## config.mk

```make
export PLATFORM = sky130hd
export DESIGN_NAME = uart_wb_burst_bridge
export DESIGN_NICKNAME = d
export VERILOG_FILES = /design/src/rtl/uart_wb_burst_bridge.sv
export SDC_FILE = /design/constraint.sdc
export NUM_CORES = 1
export LEC_CHECK = 0
export ABC_AREA = 1
export ABC_CLOCK_PERIOD_IN_PS = 5500
export CAP_MARGIN = 20
export CORE_MARGIN = 4
export CORE_UTILIZATION = 41
export CTS_CLUSTER_SIZE = 10
export DETAILED_ROUTE_END_ITERATION = 8
export REMOVE_ABC_BUFFERS = 1
export SLEW_MARGIN = 20
export SYNTH_ARGS = -nofsm -noshare
export SYNTH_HDL_FRONTEND = slang
export SYNTH_SLANG_ARGS = --single-unit
export TNS_END_PERCENT = 1
```

## constraint.sdc

```tcl
create_clock -name clk -period 5.5 [get_ports clk]
set_input_delay 1.1 -clock clk [delete_from_list [all_inputs] [get_ports clk]]
set_output_delay 1.1 -clock clk [all_outputs]
set_load 0.02 [all_outputs]
```

## src/rtl/uart_wb_burst_bridge.sv

```systemverilog
// Byte-stream to Wishbone master bridge: framed read/write bursts from a UART link,
// one classic Wishbone cycle per word, one status byte returned per frame.
module uart_wb_burst_bridge #(
  parameter int unsigned DATA_WIDTH = 32,
  parameter int unsigned ADDR_WIDTH = 16,
  parameter int unsigned MAX_BURST  = 16,
  parameter int unsigned WB_TIMEOUT = 255,
  parameter int unsigned RX_TIMEOUT = 100000
) (
  input  logic                    clk,
  input  logic                    rst,
  input  logic [7:0]              rx_data,
  input  logic                    rx_valid,
  output logic                    rx_ready,
  output logic [7:0]              tx_data,
  output logic                    tx_valid,
  input  logic                    tx_ready,
  output logic                    wb_cyc_o,
  output logic                    wb_stb_o,
  output logic                    wb_we_o,
  output logic [ADDR_WIDTH-1:0]   wb_adr_o,
  output logic [DATA_WIDTH-1:0]   wb_dat_o,
  output logic [DATA_WIDTH/8-1:0] wb_sel_o,
  input  logic [DATA_WIDTH-1:0]   wb_dat_i,
  input  logic                    wb_ack_i,
  input  logic                    wb_err_i,
  output logic                    busy
);

  localparam int unsigned BYTES   = DATA_WIDTH / 8;
  localparam int unsigned ABYTES  = ADDR_WIDTH / 8;
  localparam int unsigned WbCntW  = $clog2(WB_TIMEOUT + 1);
  localparam int unsigned RxCntW  = $clog2(RX_TIMEOUT + 1);

  localparam logic [2:0] StIdle     = 3'd0;
  localparam logic [2:0] StAddr     = 3'd1;
  localparam logic [2:0] StLen      = 3'd2;
  localparam logic [2:0] StWdata    = 3'd3;
  localparam logic [2:0] StWbAcc    = 3'd4;
  localparam logic [2:0] StTxData   = 3'd5;
  localparam logic [2:0] StTxStatus = 3'd6;

  localparam logic [7:0] CmdRead  = 8'h01;
  localparam logic [7:0] CmdWrite = 8'hAA;
  localparam logic [7:0] StatOk   = 8'h00;
  localparam logic [7:0] StatErr  = 8'hE0;
  localparam logic [7:0] StatTmo  = 8'hE1;
  localparam logic [7:0] StatLen  = 8'hE2;

  logic [2:0]            state_q, state_d;
  logic                  write_q, write_d;
  logic [ADDR_WIDTH-1:0] addr_q, addr_d;
  logic [7:0]            len_q, len_d;
  logic [7:0]            word_q, word_d;
  logic [7:0]            idx_q, idx_d;
  logic [DATA_WIDTH-1:0] wdata_q, wdata_d;
  logic [DATA_WIDTH-1:0] rdata_q, rdata_d;
  logic [7:0]            status_q, status_d;
  logic                  cyc_q, cyc_d;
  logic [WbCntW-1:0]     wb_cnt_q, wb_cnt_d;
  logic [RxCntW-1:0]     rx_cnt_q, rx_cnt_d;

  logic                  rx_state;
  logic                  rx_fire;
  logic                  tx_fire;
  logic                  last_abyte;
  logic                  last_dbyte;
  logic                  last_word;
  logic                  acc_done;
  logic [ADDR_WIDTH-1:0] addr_next;

  assign rx_state   = (state_q == StAddr) || (state_q == StLen) || (state_q == StWdata) ||
                      (state_q == StIdle);
  assign rx_ready   = rx_state && !rst;
  assign rx_fire    = rx_valid && rx_ready;
  assign tx_valid   = (state_q == StTxData) || (state_q == StTxStatus);
  assign tx_fire    = tx_valid && tx_ready;
  assign last_abyte = idx_q == 8'(ABYTES - 1);
  assign last_dbyte = idx_q == 8'(BYTES - 1);
  assign last_word  = word_q == len_q;
  assign addr_next  = addr_q + ADDR_WIDTH'(BYTES);

  always_comb begin
    state_d  = state_q;
    write_d  = write_q;
    addr_d   = addr_q;
    len_d    = len_q;
    word_d   = word_q;
    idx_d    = idx_q;
    wdata_d  = wdata_q;
    rdata_d  = rdata_q;
    status_d = status_q;
    cyc_d    = cyc_q;
    wb_cnt_d = wb_cnt_q;
    rx_cnt_d = rx_cnt_q;
    acc_done = 1'b0;

    unique case (state_q)
      StIdle: begin
        if (rx_fire && (rx_data == CmdRead || rx_data == CmdWrite)) begin
          write_d  = rx_data == CmdWrite;
          addr_d   = '0;
          len_d    = '0;
          word_d   = '0;
          idx_d    = '0;
          wdata_d  = '0;
          rdata_d  = '0;
          status_d = StatOk;
          state_d  = StAddr;
        end
      end

      StAddr: begin
        if (rx_fire) begin
          addr_d[8*idx_q +: 8] = rx_data;
          if (last_abyte) begin
            idx_d   = '0;
            state_d = StLen;
          end else begin
            idx_d = idx_q + 8'd1;
          end
        end
      end

      StLen: begin
        if (rx_fire) begin
          len_d = rx_data;
          // LEN+1 > MAX_BURST, done in 9 bits so MAX_BURST=256 fits
          if ({1'b0, rx_data} >= 9'(MAX_BURST)) begin
            status_d = StatLen;
            state_d  = StTxStatus;
          end else if (write_q) begin
            state_d = StWdata;
          end else begin
            cyc_d    = 1'b1;
            wb_cnt_d = '0;
            state_d  = StWbAcc;
          end
        end
      end

      StWdata: begin
        if (rx_fire) begin
          wdata_d[8*idx_q +: 8] = rx_data;
          if (last_dbyte) begin
            idx_d = '0;
            if (status_q == StatOk) begin
              cyc_d    = 1'b1;
              wb_cnt_d = '0;
              state_d  = StWbAcc;
            end else begin
              acc_done = 1'b1;
            end
          end else begin
            idx_d = idx_q + 8'd1;
          end
        end
      end

      StWbAcc: begin
        if (wb_ack_i) begin
          cyc_d    = 1'b0;
          rdata_d  = wb_dat_i;
          acc_done = 1'b1;
        end else if (wb_err_i) begin
          cyc_d    = 1'b0;
          rdata_d  = '0;
          status_d = StatErr;
          acc_done = 1'b1;
        end else if (wb_cnt_q == WbCntW'(WB_TIMEOUT - 1)) begin
          cyc_d    = 1'b0;
          rdata_d  = '0;
          status_d = StatTmo;
          acc_done = 1'b1;
        end else begin
          wb_cnt_d = wb_cnt_q + WbCntW'(1);
        end
        if (acc_done && !write_q) begin
          idx_d   = '0;
          state_d = StTxData;
        end
      end

      StTxData: begin
        if (tx_fire) begin
          if (last_dbyte) begin
            idx_d = '0;
            if (last_word) begin
              state_d = StTxStatus;
            end else begin
              word_d = word_q + 8'd1;
              addr_d = addr_next;
              if (status_q == StatOk) begin
                cyc_d    = 1'b1;
                wb_cnt_d = '0;
                state_d  = StWbAcc;
              end else begin
                // Skipped word after an error reads back as zeros
                rdata_d = '0;
              end
            end
          end else begin
            idx_d = idx_q + 8'd1;
          end
        end
      end

      StTxStatus: begin
        if (tx_fire) begin
          state_d = StIdle;
        end
      end

      default: state_d = StIdle;
    endcase

    // Write word finished (issued or skipped): move to the next word or report
    if (acc_done && write_q) begin
      if (last_word) begin
        state_d = StTxStatus;
      end else begin
        word_d  = word_q + 8'd1;
        addr_d  = addr_next;
        wdata_d = '0;
        state_d = StWdata;
      end
    end

    // Inter-byte timeout abandons a partial frame silently
    if (rx_state && state_q != StIdle) begin
      if (rx_fire) begin
        rx_cnt_d = '0;
      end else if (rx_cnt_q == RxCntW'(RX_TIMEOUT - 1)) begin
        rx_cnt_d = '0;
        state_d  = StIdle;
      end else begin
        rx_cnt_d = rx_cnt_q + RxCntW'(1);
      end
    end else begin
      rx_cnt_d = '0;
    end
  end

  always_ff @(posedge clk or posedge rst) begin
    if (rst) begin
      state_q  <= StIdle;
      write_q  <= 1'b0;
      addr_q   <= '0;
      len_q    <= '0;
      word_q   <= '0;
      idx_q    <= '0;
      wdata_q  <= '0;
      rdata_q  <= '0;
      status_q <= StatOk;
      cyc_q    <= 1'b0;
      wb_cnt_q <= '0;
      rx_cnt_q <= '0;
    end else begin
      state_q  <= state_d;
      write_q  <= write_d;
      addr_q   <= addr_d;
      len_q    <= len_d;
      word_q   <= word_d;
      idx_q    <= idx_d;
      wdata_q  <= wdata_d;
      rdata_q  <= rdata_d;
      status_q <= status_d;
      cyc_q    <= cyc_d;
      wb_cnt_q <= wb_cnt_d;
      rx_cnt_q <= rx_cnt_d;
    end
  end

  always_comb begin
    tx_data = 8'h00;
    if (state_q == StTxData) begin
      tx_data = rdata_q[8*idx_q +: 8];
    end else if (state_q == StTxStatus) begin
      tx_data = status_q;
    end
  end

  assign wb_cyc_o = cyc_q;
  assign wb_stb_o = cyc_q;
  assign wb_we_o  = cyc_q && write_q;
  assign wb_adr_o = cyc_q ? addr_q : '0;
  assign wb_dat_o = (cyc_q && write_q) ? wdata_q : '0;
  assign wb_sel_o = {BYTES{cyc_q}};
  assign busy     = state_q != StIdle;

endmodule
```

==> results.py <==
# Generated from Yosys and OpenROAD reports
metrics = {
    "clocking": {
        "post_cts_buffers": 0,
        "clkLatencyLatePin_ns": 0.44,
        "htreeDepth": 4,
    },
    "timing": {
        "tightestPinTransition_ns": 1.04,
        "fin_skew_ns": 0.0115,
    },
    "floorplanning": {
        "die_area_um2": 23900,
        "die_height_um": 155,
    },
    "cells_and_area": {
        "drive_gt1_share_pct": 6.78,
        "instances_no_fill": 1632,
        "final_nets": 1399,
        "diodes": 0,
        "nFlopsAndLatches": 137,
    },
    "min_path": {
        "worstHoldPathCells": 1,
        "hold_path_end": "rx_cnt_q[0]$_DFF_PP0_",
    },
    "yosys": {
        "ys_sh_xor_pct": 2.98,
        "ys_area_um2": 8810,
        "yosys.area.top_type_share_pct": 38.9,
        "synth_dominant_cell_count": "nand2_1",
        "flop_cell": "dfrtp_1",
        "synth_flops": 137,
        "netlist_area_um2": 8810,
    },
    "drt": {
        "drc": 0,
        "met2_length_um": 11900,
        "viasPerCell": 5.20,
        "routed.top_layer": "met4",
    },
    "global_route": {
        "grt_first_pass_wirelength_um": 42300,
        "antenna_found_initial": 0,
        "busiest_layer": "met2",
    },
    "power_and_ir_drop": {
        "switchingPower_mw": 2.51,
        "peakVddDrop_mv": 0.230,
    },
    "outcome": {
        "status": "finished, final reports clean",
    },
    "setup_path": {
        "start_kind": "register",
        "cp.depth": 8,
    },
    "run": {
        "cap_viol_max_count": 0,
    },
}
drive_strength.png
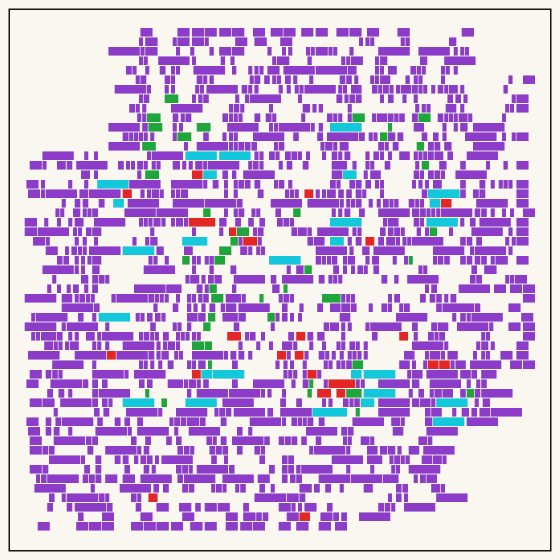
Key: drive 1 or less = purple [cells 1265]; drive 3 to 4 = red [cells 23]; drive 2 = green [cells 42]; drive 6 and up = cyan [cells 27]
Layout area overhead: 21.1%
final worst setup slack: 1.37 ns
Signal buffers: 122
final instance area: 10700 um^2

port_nets.png
The bar under the picture is 50 um long.
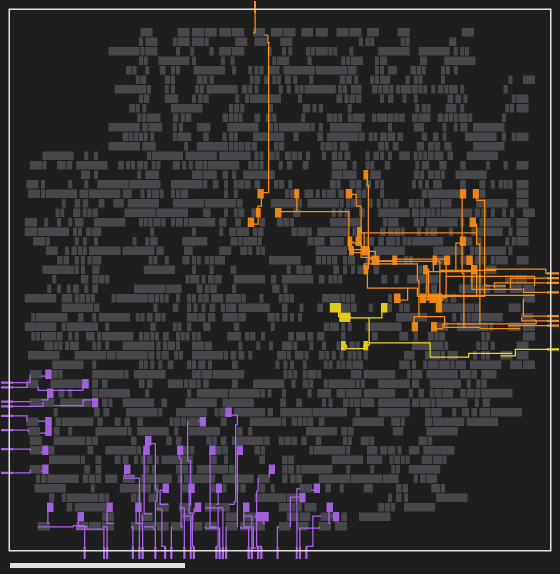
Key: tx_ready = yellow [bits 1, direction input, end cells 5, buffers 1, wire 97.2 um]; rx_data = orange [bits 8, direction input, end cells 31, buffers 8, wire 785 um]; wb_dat_i = purple [bits 32, direction input, end cells 32, buffers 32, wire 637 um]
io pins: 112
number of port buffers: 111

final_placement.png
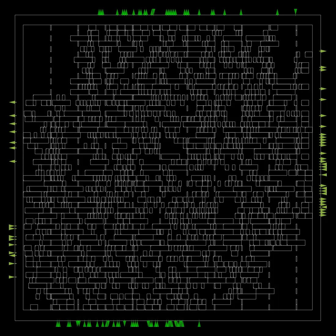
Filler Cells Inserted: 2147
tap cells: 275

cell_classes.png
Fill, decap, tap and diode cells in gray.
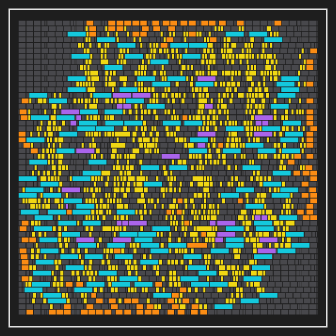
Key: clock drivers and dummy loads = purple [cells 32]; all other logic = yellow [cells 1066]; flip-flops = cyan [cells 137]; other buffers and delay cells = orange [cells 122]
core area: 21100 um^2
Seq/total area: 32.1%
Final Core Density: 50.6%

metal_stack.png
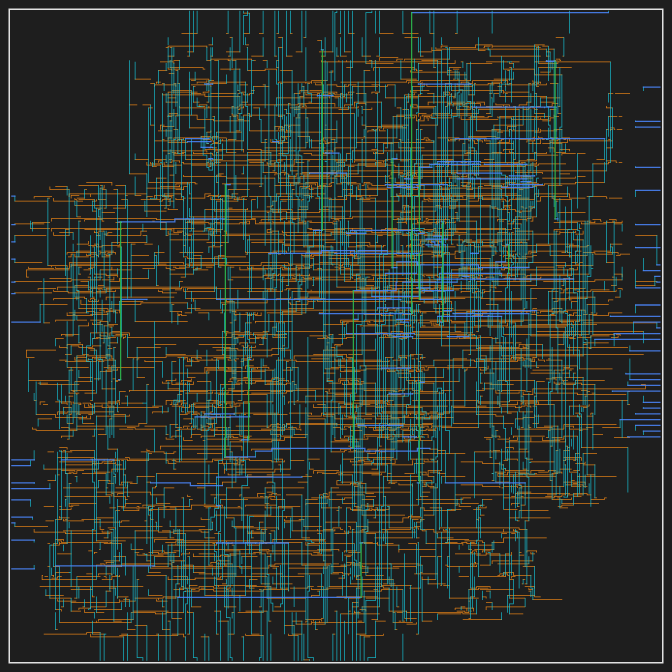
Key: met1 = orange [wire length 11900 um]; met3 = blue [wire length 1180 um]; met4 = green [wire length 429 um]; met2 = cyan [wire length 11900 um]
Vias: 8493
Routed WL: 25400 um
wire per inst: 15.6 um
Total GRT Usage: 21.8%

